Design class_argmax, sky130hd; sources not shown.
Fig. 1: run 1, M1 wires
Bar = 100 microns. Supply wires on this layer in gray. Cells faint in the background.
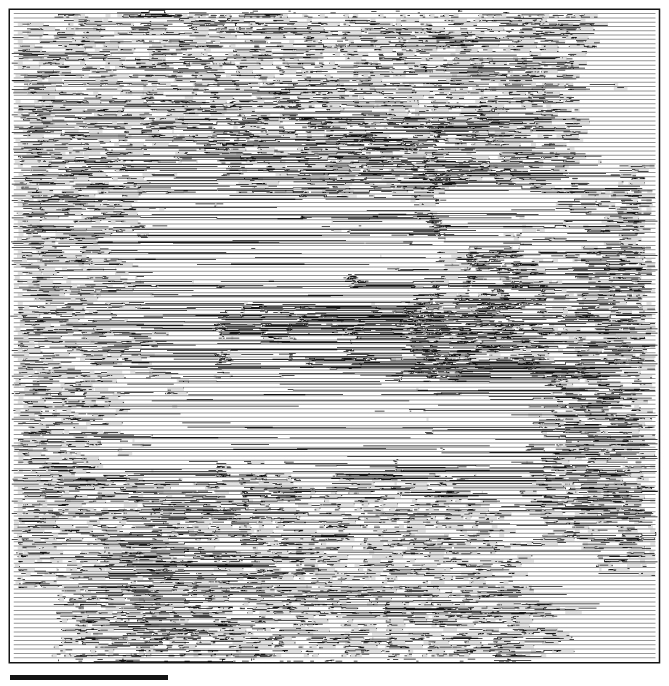
- share of all routed wire: 39%
- longest straight run: 191 microns
GR met1 Demand/Resource: 24.92%
Via Count: 24735
wire length reported by the detailed router: 184.7 mm

Fig. 2: run 1, wires at chosen ports, followed through buffers
Bar = 100 microns.
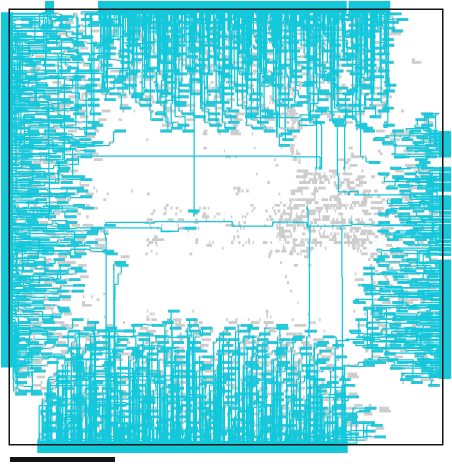
- cyan: in_data (direction input; edge 320 bottom, 306 top, 248 left, 150 right; end cells 1032; buffers 1024; wire 61.5 mm)
total of buffers placed on input and output ports: 1044
I/O pin total: 1045

Fig. 3: run 1, routed metal, one color a layer
Only two layers are drawn.
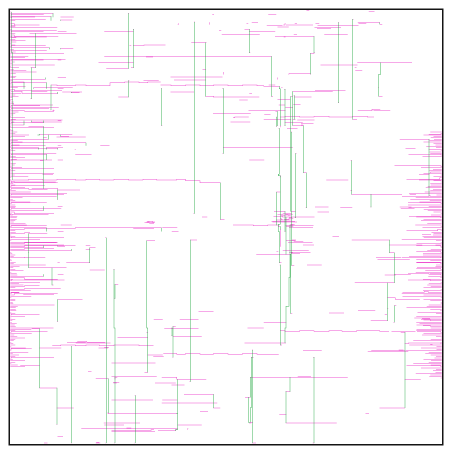
- magenta: M3 (wire length 12200 microns)
- green: M4 (wire length 3820 microns)
overall routing resource usage: 21.25%
routed length per instance: 33.79 microns

==> report_table.html, run 1 <==
<p>Metrics extracted from the flow reports.</p>
<table>
<tr><th>Metric</th><th>Value</th></tr>
<tr><th colspan="2">Status</th></tr>
<tr><td>Run status</td><td>finished clean</td></tr>
<tr><th colspan="2">Final layout</th></tr>
<tr><td>Final cell area excluding filler cells</td><td>59510 sq um</td></tr>
<tr><td>Fillcell total</td><td>15785</td></tr>
<tr><td># nets final</td><td>4176</td></tr>
<tr><td>Most common library cell in the layout ignoring fill and taps</td><td>clkdlybuf4s50_1</td></tr>
<tr><td>Core utilization of the finished layout</td><td>35.87%</td></tr>
<tr><td>Flip-flop and latch area</td><td>31810 sq um</td></tr>
<tr><th colspan="2">Drt</th></tr>
<tr><td>Residual DRC count</td><td>0</td></tr>
<tr><td>Average vias per placed instance</td><td>4.526</td></tr>
<tr><th colspan="2">Synthesis</th></tr>
<tr><td>Share of synthesized area occupied by flip-flops and latches</td><td>76.52%</td></tr>
<tr><td>Cell area after synthesis</td><td>41570 sq um</td></tr>
<tr><td>Chip area line of the yosys report</td><td>41570 sq um</td></tr>
<tr><td>Post-synth EDFFs</td><td>1032</td></tr>
<tr><td>AO/OA Area Share</td><td>3.172%</td></tr>
<tr><td>Biggest combinational cell group after synthesis</td><td>multiplexers</td></tr>
<tr><td>Fraction of synthesis flops using an asynchronous set or reset pin</td><td>0%</td></tr>
<tr><th colspan="2">Critical path</th></tr>
<tr><td>Req. time, crit path</td><td>66.73 ns</td></tr>
<tr><td>Startpoint types</td><td>input pin</td></tr>
<tr><td>Kind of cell adding the most delay to the critical path</td><td>buffers and inverters</td></tr>
<tr><td>Highest cell delay on the worst timing path</td><td>approximately 0.50 ns</td></tr>
<tr><td>Buffer-and-inverter tally for the worst setup path</td><td>6</td></tr>
<tr><td>Most frequent cell on the critical path</td><td>buf_16</td></tr>
<tr><td>CP Cell Sequence</td><td>clkdlybuf4s50_1 &gt; nand2_1 &gt; inv_8 &gt; buf_16 &gt; buf_16 &gt; buf_16 &gt; buf_16</td></tr>
<tr><td>Logic depth of the worst register-to-register path</td><td>10</td></tr>
<tr><th colspan="2">Place</th></tr>
<tr><td>Post-place instance area</td><td>55200 sq um</td></tr>
<tr><td>DP Wirelength</td><td>143.6 mm</td></tr>
<tr><th colspan="2">Final timing</th></tr>
<tr><td>Final Skew</td><td>just over 0.02 ns</td></tr>
<tr><td>Final setup TNS</td><td>0 ns</td></tr>
<tr><td>Setup repair after global routing missed its margin</td><td>no</td></tr>
<tr><td>Final count of hold timing violations</td><td>0</td></tr>
<tr><th colspan="2">Clock tree</th></tr>
<tr><td>Clock tree from TritonCTS</td><td>yes</td></tr>
<tr><td>Clk sink count</td><td>roughly 1100</td></tr>
<tr><td>Clk Tree Root Cell</td><td>clkbuf_16</td></tr>
<tr><td>Buffers inserted during post-CTS setup optimization</td><td>0</td></tr>
<tr><td>Insertion delay of the later-clocked pin in the worst-skew pair</td><td>just under 0.8 ns</td></tr>
<tr><td>Count of hold-fix buffers inserted at cts</td><td>0</td></tr>
<tr><th colspan="2">Floorplanning</th></tr>
<tr><td>Standard-cell row count</td><td>150</td></tr>
<tr><td>Core utilization before placement</td><td>25.06%</td></tr>
<tr><td>Area of the core region</td><td>between 150000 and 200000 sq um</td></tr>
<tr><td>Die height</td><td>413 microns</td></tr>
<tr><th colspan="2">Worst hold path</th></tr>
<tr><td>Hold Crit Class</td><td>flop to flop</td></tr>
<tr><th colspan="2">Job</th></tr>
<tr><td>Warning total across the stage logs</td><td>46</td></tr>
<tr><th colspan="2">GRT</th></tr>
<tr><td>First-pass GRT wire length</td><td>roughly 240 mm</td></tr>
<tr><th colspan="2">Power and ir drop</th></tr>
<tr><td>Cell area power density</td><td>28.67 nW/um^2</td></tr>
</table>
-- run 1: area by class of cell --
class                      instances  area share [%]
tap                             2204           4.634
buffer                           106          0.9420
timing repair buffer            1063           18.23
clock buffer                     160           5.904
clock inverter                    79           1.266
antenna                           17         0.07149
inverter                          21          0.1451
sequential                      1073           53.46
multi-input combinational        742           15.35
-- run 1: metrics by stage --
stage,worst slack [ns],hold WS [ns],power [W],std cells
2_1_floorplan,34.29,0.4267,0.0009175,1942
3_3_place_gp,22.69,0.4448,0.001053,5190
3_5_place_dp,53.25,0.4533,0.001003,5209
4_1_cts,54.10,0.4600,0.001731,5448
5_1_grt,53.96,0.4860,0.001763,5462
6_report,54.15,0.4599,0.001706,5465
-- run 1: report_power, final --
group / internal (W) / leakage [nW] / total (W) / switching, W
Combinational: 0.0000981 / 7.21 / 0.000185 / 0.0000865
Clock: 0.000425 / 2.08 / 0.000721 / 0.000297
Sequential: 0.000788 / 10.2 / 0.000800 / 0.0000116
Total: 0.00131 / 19.5 / 0.00171 / 0.000395
-- run 1: synthesized netlist by cell type, types with 15 or more instances --
cell type	count	area share, %
a22oi_1	33	0.60
buf_4	23	0.42
edfxtp_1	1032	75
buf_2	34	0.41
nor2_1	62	0.56
dfxtp_1	41	2.0
mux4_2	265	14
nor2b_1	15	0.23
clkbuf_1	36	0.33
nand2_1	54	0.49
a31oi_1	22	0.33
inv_1	17	0.15
a21oi_1	30	0.36
nand3_1	34	0.41
mux2i_1	52	1.3
o21ai_0	16	0.19
-- run 1: per-layer routing --
layer | up-vias | global-route usage, % | share of wire (%)
li1 | 10632 | - | -
met1 | 12863 | 24.92 | 39
met2 | 956 | 38.09 | 52
met3 | 234 | 5.835 | 6.6
met4 | 50 | 5.583 | 2.1
met5 | - | 0 | 0.16
Fig. 4: run 1, register map, names as in the netlist
Bar = 100 microns. Other sequential cells in the stronger gray, the rest of the logic in the fainter gray.
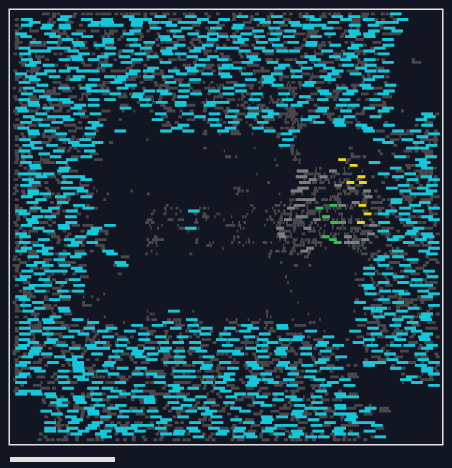

--- run 2 (diff from run 1) ---
Clock period 66.3 ns to 11.8 ns, I/O delays scaled along.
Fig. 5: run 2, register map, names as in the netlist
Bar = 100 microns. Other sequential cells in the stronger gray, the rest of the logic in the fainter gray.
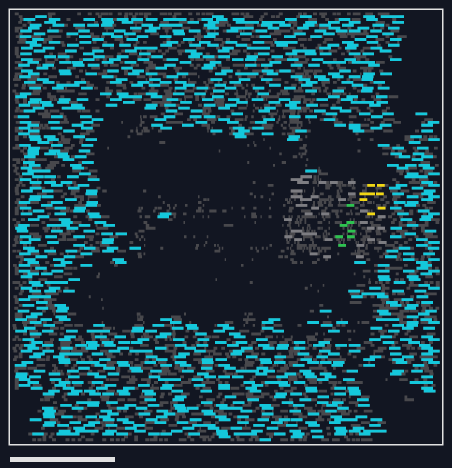
- cyan: vec_q (sequential cells 1024; where widely spread)
- green: best_idx_q (sequential cells 7; where middle right)
- yellow: max_score (sequential cells 8; where middle right)
- not colored: 34
flip-flop and latch area: 31810 sq um
reported sequential group power: 0.00450 W

==> run 2 against run 1 <==
  * Worst setup slack worse by 47 ns
  * Clock-buffer cell count down 1
  * Clock power rose to 5.4 times the previous value
  * Critical path type is now flop to flop
  * Critical endpoint is now class_idx[0]
  * Largest power group unchanged
  * Highest routed layer unchanged
==> report_table.html, run 2 <==
<p>Metrics extracted from the flow reports.</p>
<table>
<tr><th>Metric</th><th>Value</th></tr>
<tr><th colspan="2">Critical path</th></tr>
<tr><td>Req. time, crit path</td><td>12.43 ns (-54.30 ns)</td></tr>
<tr><td>Buffer-and-inverter tally for the worst setup path</td><td>6 (unchanged)</td></tr>
<tr><td>Kind of cell adding the most delay to the critical path</td><td>buffers and inverters</td></tr>
<tr><td>Startpoint types</td><td>flop</td></tr>
<tr><td>Most frequent cell on the critical path</td><td>buf_4</td></tr>
<tr><td>Highest cell delay on the worst timing path</td><td>0.71 ns (+0.21 ns)</td></tr>
<tr><th colspan="2">Power and ir drop</th></tr>
<tr><td>Cell area power density</td><td>158.3 nW/um^2 (+450%)</td></tr>
<tr><td>Combinational share of power</td><td>11.1% (+0.3 points)</td></tr>
<tr><td>Net switching component of the power</td><td>0.002233 W (+470%)</td></tr>
<tr><td>Internal power</td><td>0.007218 W (+450%)</td></tr>
<tr><td>Sequential share of power</td><td>47.6% (+0.7 points)</td></tr>
<tr><th colspan="2">Floorplanning</th></tr>
<tr><td>Core utilization before placement</td><td>25.06% (unchanged)</td></tr>
<tr><td>I/O pin total</td><td>1045 (unchanged)</td></tr>
<tr><td>Die height</td><td>413 microns (unchanged)</td></tr>
<tr><td>Tapcells inserted</td><td>2204 (unchanged)</td></tr>
<tr><th colspan="2">Drt</th></tr>
<tr><td>Residual DRC count</td><td>0 (unchanged)</td></tr>
<tr><td>Via Count</td><td>24987 (+1.0%)</td></tr>
<tr><td>Wire length reported by the detailed router</td><td>186.2 mm (+0.85%)</td></tr>
<tr><td>Routed length per instance</td><td>33.95 microns (+0.47%)</td></tr>
<tr><td>Average vias per placed instance</td><td>4.555 (+0.63%)</td></tr>
<tr><th colspan="2">Clock tree</th></tr>
<tr><td>Clock tree from TritonCTS</td><td>yes</td></tr>
<tr><td>Insertion delay of the later-clocked pin in the worst-skew pair</td><td>0.78 ns (about the same)</td></tr>
<tr><td>Clk Tree Root Cell</td><td>clkbuf_16</td></tr>
<tr><td>Clk sink count</td><td>1073 (unchanged)</td></tr>
<tr><td>Count of hold-fix buffers inserted at cts</td><td>0 (unchanged)</td></tr>
<tr><td>Buffers inserted during post-CTS setup optimization</td><td>0 (unchanged)</td></tr>
<tr><th colspan="2">Final timing</th></tr>
<tr><td>Final Skew</td><td>0.02568 ns (+0.005117 ns)</td></tr>
<tr><td>Final setup slack of the worst path</td><td>6.892 ns (-47.25 ns)</td></tr>
<tr><td>Setup repair after global routing missed its margin</td><td>no</td></tr>
<tr><td>Post-route worst hold slack</td><td>0.4651 ns (+0.005249 ns)</td></tr>
<tr><th colspan="2">Synthesis</th></tr>
<tr><td>Most common cell in the netlist</td><td>edfxtp_1</td></tr>
<tr><td>Cell area after synthesis</td><td>41570 sq um (unchanged)</td></tr>
<tr><td>Ranking of synthesized cells by instance count</td><td>1032 x edfxtp_1, 265 x mux4_2, 62 x nor2_1, 54 x nand2_1, 52 x mux2i_1</td></tr>
<tr><td>Fraction of synthesis flops using an asynchronous set or reset pin</td><td>0% (unchanged)</td></tr>
<tr><td>Fraction of post-synthesis cell area in the top cell type by area</td><td>74.54% (unchanged)</td></tr>
<tr><td>Largest cells by area</td><td>edfxtp_1 75%, mux4_2 14%, dfxtp_1 2.0%</td></tr>
<tr><td>Dominant cell type by area after synthesis</td><td>edfxtp_1</td></tr>
<tr><td>Chip area line of the yosys report</td><td>41570 sq um (unchanged)</td></tr>
<tr><th colspan="2">Final layout</th></tr>
<tr><td>Inverter count of the layout excluding clock inverters</td><td>21 (unchanged)</td></tr>
<tr><td>Number of flip-flops and latches</td><td>1073 (unchanged)</td></tr>
<tr><td>Fillcell total</td><td>15739 (-0.29%)</td></tr>
<tr><td>Most common library cell in the layout ignoring fill and taps</td><td>clkdlybuf4s50_1</td></tr>
<tr><td>Fraction of area in registers</td><td>53.27% (-0.18 points)</td></tr>
<tr><td>Final cell area excluding filler cells</td><td>59710 sq um (+0.34%)</td></tr>
<tr><td>Clock buffer and inverter area fraction after layout</td><td>6.827% (-0.34 points)</td></tr>
<tr><td>Core utilization of the finished layout</td><td>35.99% (+0.12 points)</td></tr>
<tr><td>Combinational Gates</td><td>742 (unchanged)</td></tr>
<tr><td>Layout non-clock buf frac</td><td>19.75% (+0.58 points)</td></tr>
<tr><td>Proportion of cell area occupied by multi-input gates</td><td>15.30% (-0.053 points)</td></tr>
<tr><td>Layout buffer count excluding clock buffers</td><td>1192 (+2.0%)</td></tr>
<tr><td>Total inserted antenna cells</td><td>22 (+5)</td></tr>
<tr><td># nets final</td><td>4198 (+0.53%)</td></tr>
<tr><td>Number of clock buffer instances in the layout</td><td>159 (-0.63%)</td></tr>
<tr><th colspan="2">Place</th></tr>
<tr><td>DP Wirelength</td><td>146.5 mm (+2.0%)</td></tr>
<tr><td>Cell total after placement</td><td>5232 (+0.44%)</td></tr>
<tr><td>Total of buffers placed on input and output ports</td><td>1044 (unchanged)</td></tr>
<tr><th colspan="2">GRT</th></tr>
<tr><td>Overall routing resource usage</td><td>21.44% (+0.19 points)</td></tr>
<tr><td>First-pass GRT wire length</td><td>238.0 mm (+0.49%)</td></tr>
<tr><th colspan="2">Job</th></tr>
<tr><td>Warning total across the stage logs</td><td>30 (-35%)</td></tr>
<tr><th colspan="2">Status</th></tr>
<tr><td>Run status</td><td>finished clean</td></tr>
</table>
[run 2: cell counts after synthesis]
Identical to the previous run, type by type.
[run 2: stage by stage]
stage / TNS (ns) / total power (W)
3_3_place_gp: - / 0.005819
3_5_place_dp: 0 / 0.005653
5_1_grt: 0 / 0.009778
2_1_floorplan: -6031.44 / 0.005087
6_report: 0 / 0.009452
4_1_cts: 0 / 0.009596
[run 2: power groups by stage]
stage | registers (W) | clock network, W | logic (W)
floorplan | 0.00468 | 0 | 0.000412
global placement | 0.00478 | 0 | 0.00104
detailed placement | 0.00457 | 0 | 0.00108
CTS | 0.00450 | 0.00402 | 0.00108
global route | 0.00451 | 0.00415 | 0.00112
finish | 0.00450 | 0.00390 | 0.00105
[run 2: worst reg2reg max path, delay by kind of cell, from the launching register on]
| kind | cells | cell delay (ns) |
|---|---|---|
| AND-OR/OR-AND | 3 | 0.84 |
| adder cells (fa/ha/maj) | 1 | 0.58 |
| buffers and inverters | 6 | 2.42 |
| flip-flops | 1 | 0.41 |
| AND/OR/NAND/NOR | 3 | 0.51 |
[run 2: routing by layer]
layer / track usage (%) / vias to the layer above / part of all wire (%)
li1: - / 10662 / -
met1: 25.57 / 13070 / 39
met2: 38.09 / 1004 / 52
met3: 5.625 / 207 / 6.9
met4: 5.734 / 44 / 2.0
met5: 0 / - / 0.15
[run 2: logic make-up (layout without fill, tap and decap cells)]
| logic type | count (synthesis) | after routing | synth area share [%] |
|---|---|---|---|
| buffers and inverters | 127 | 1445 | 1.511 |
| xor gates and xnor gates | 4 | 4 | 0.08429 |
| muxes | 327 | 327 | 15.88 |
| and+or+nand+nor | 222 | 222 | 2.534 |
| adders and majority gates | 10 | 10 | 0.3010 |
| DFF | 1073 | 1073 | 76.52 |
| other | 0 | 22 | 0 |
| AOI/OAI and AO/OA | 179 | 179 | 3.172 |
Power is estimated from default activity; no workload was simulated.
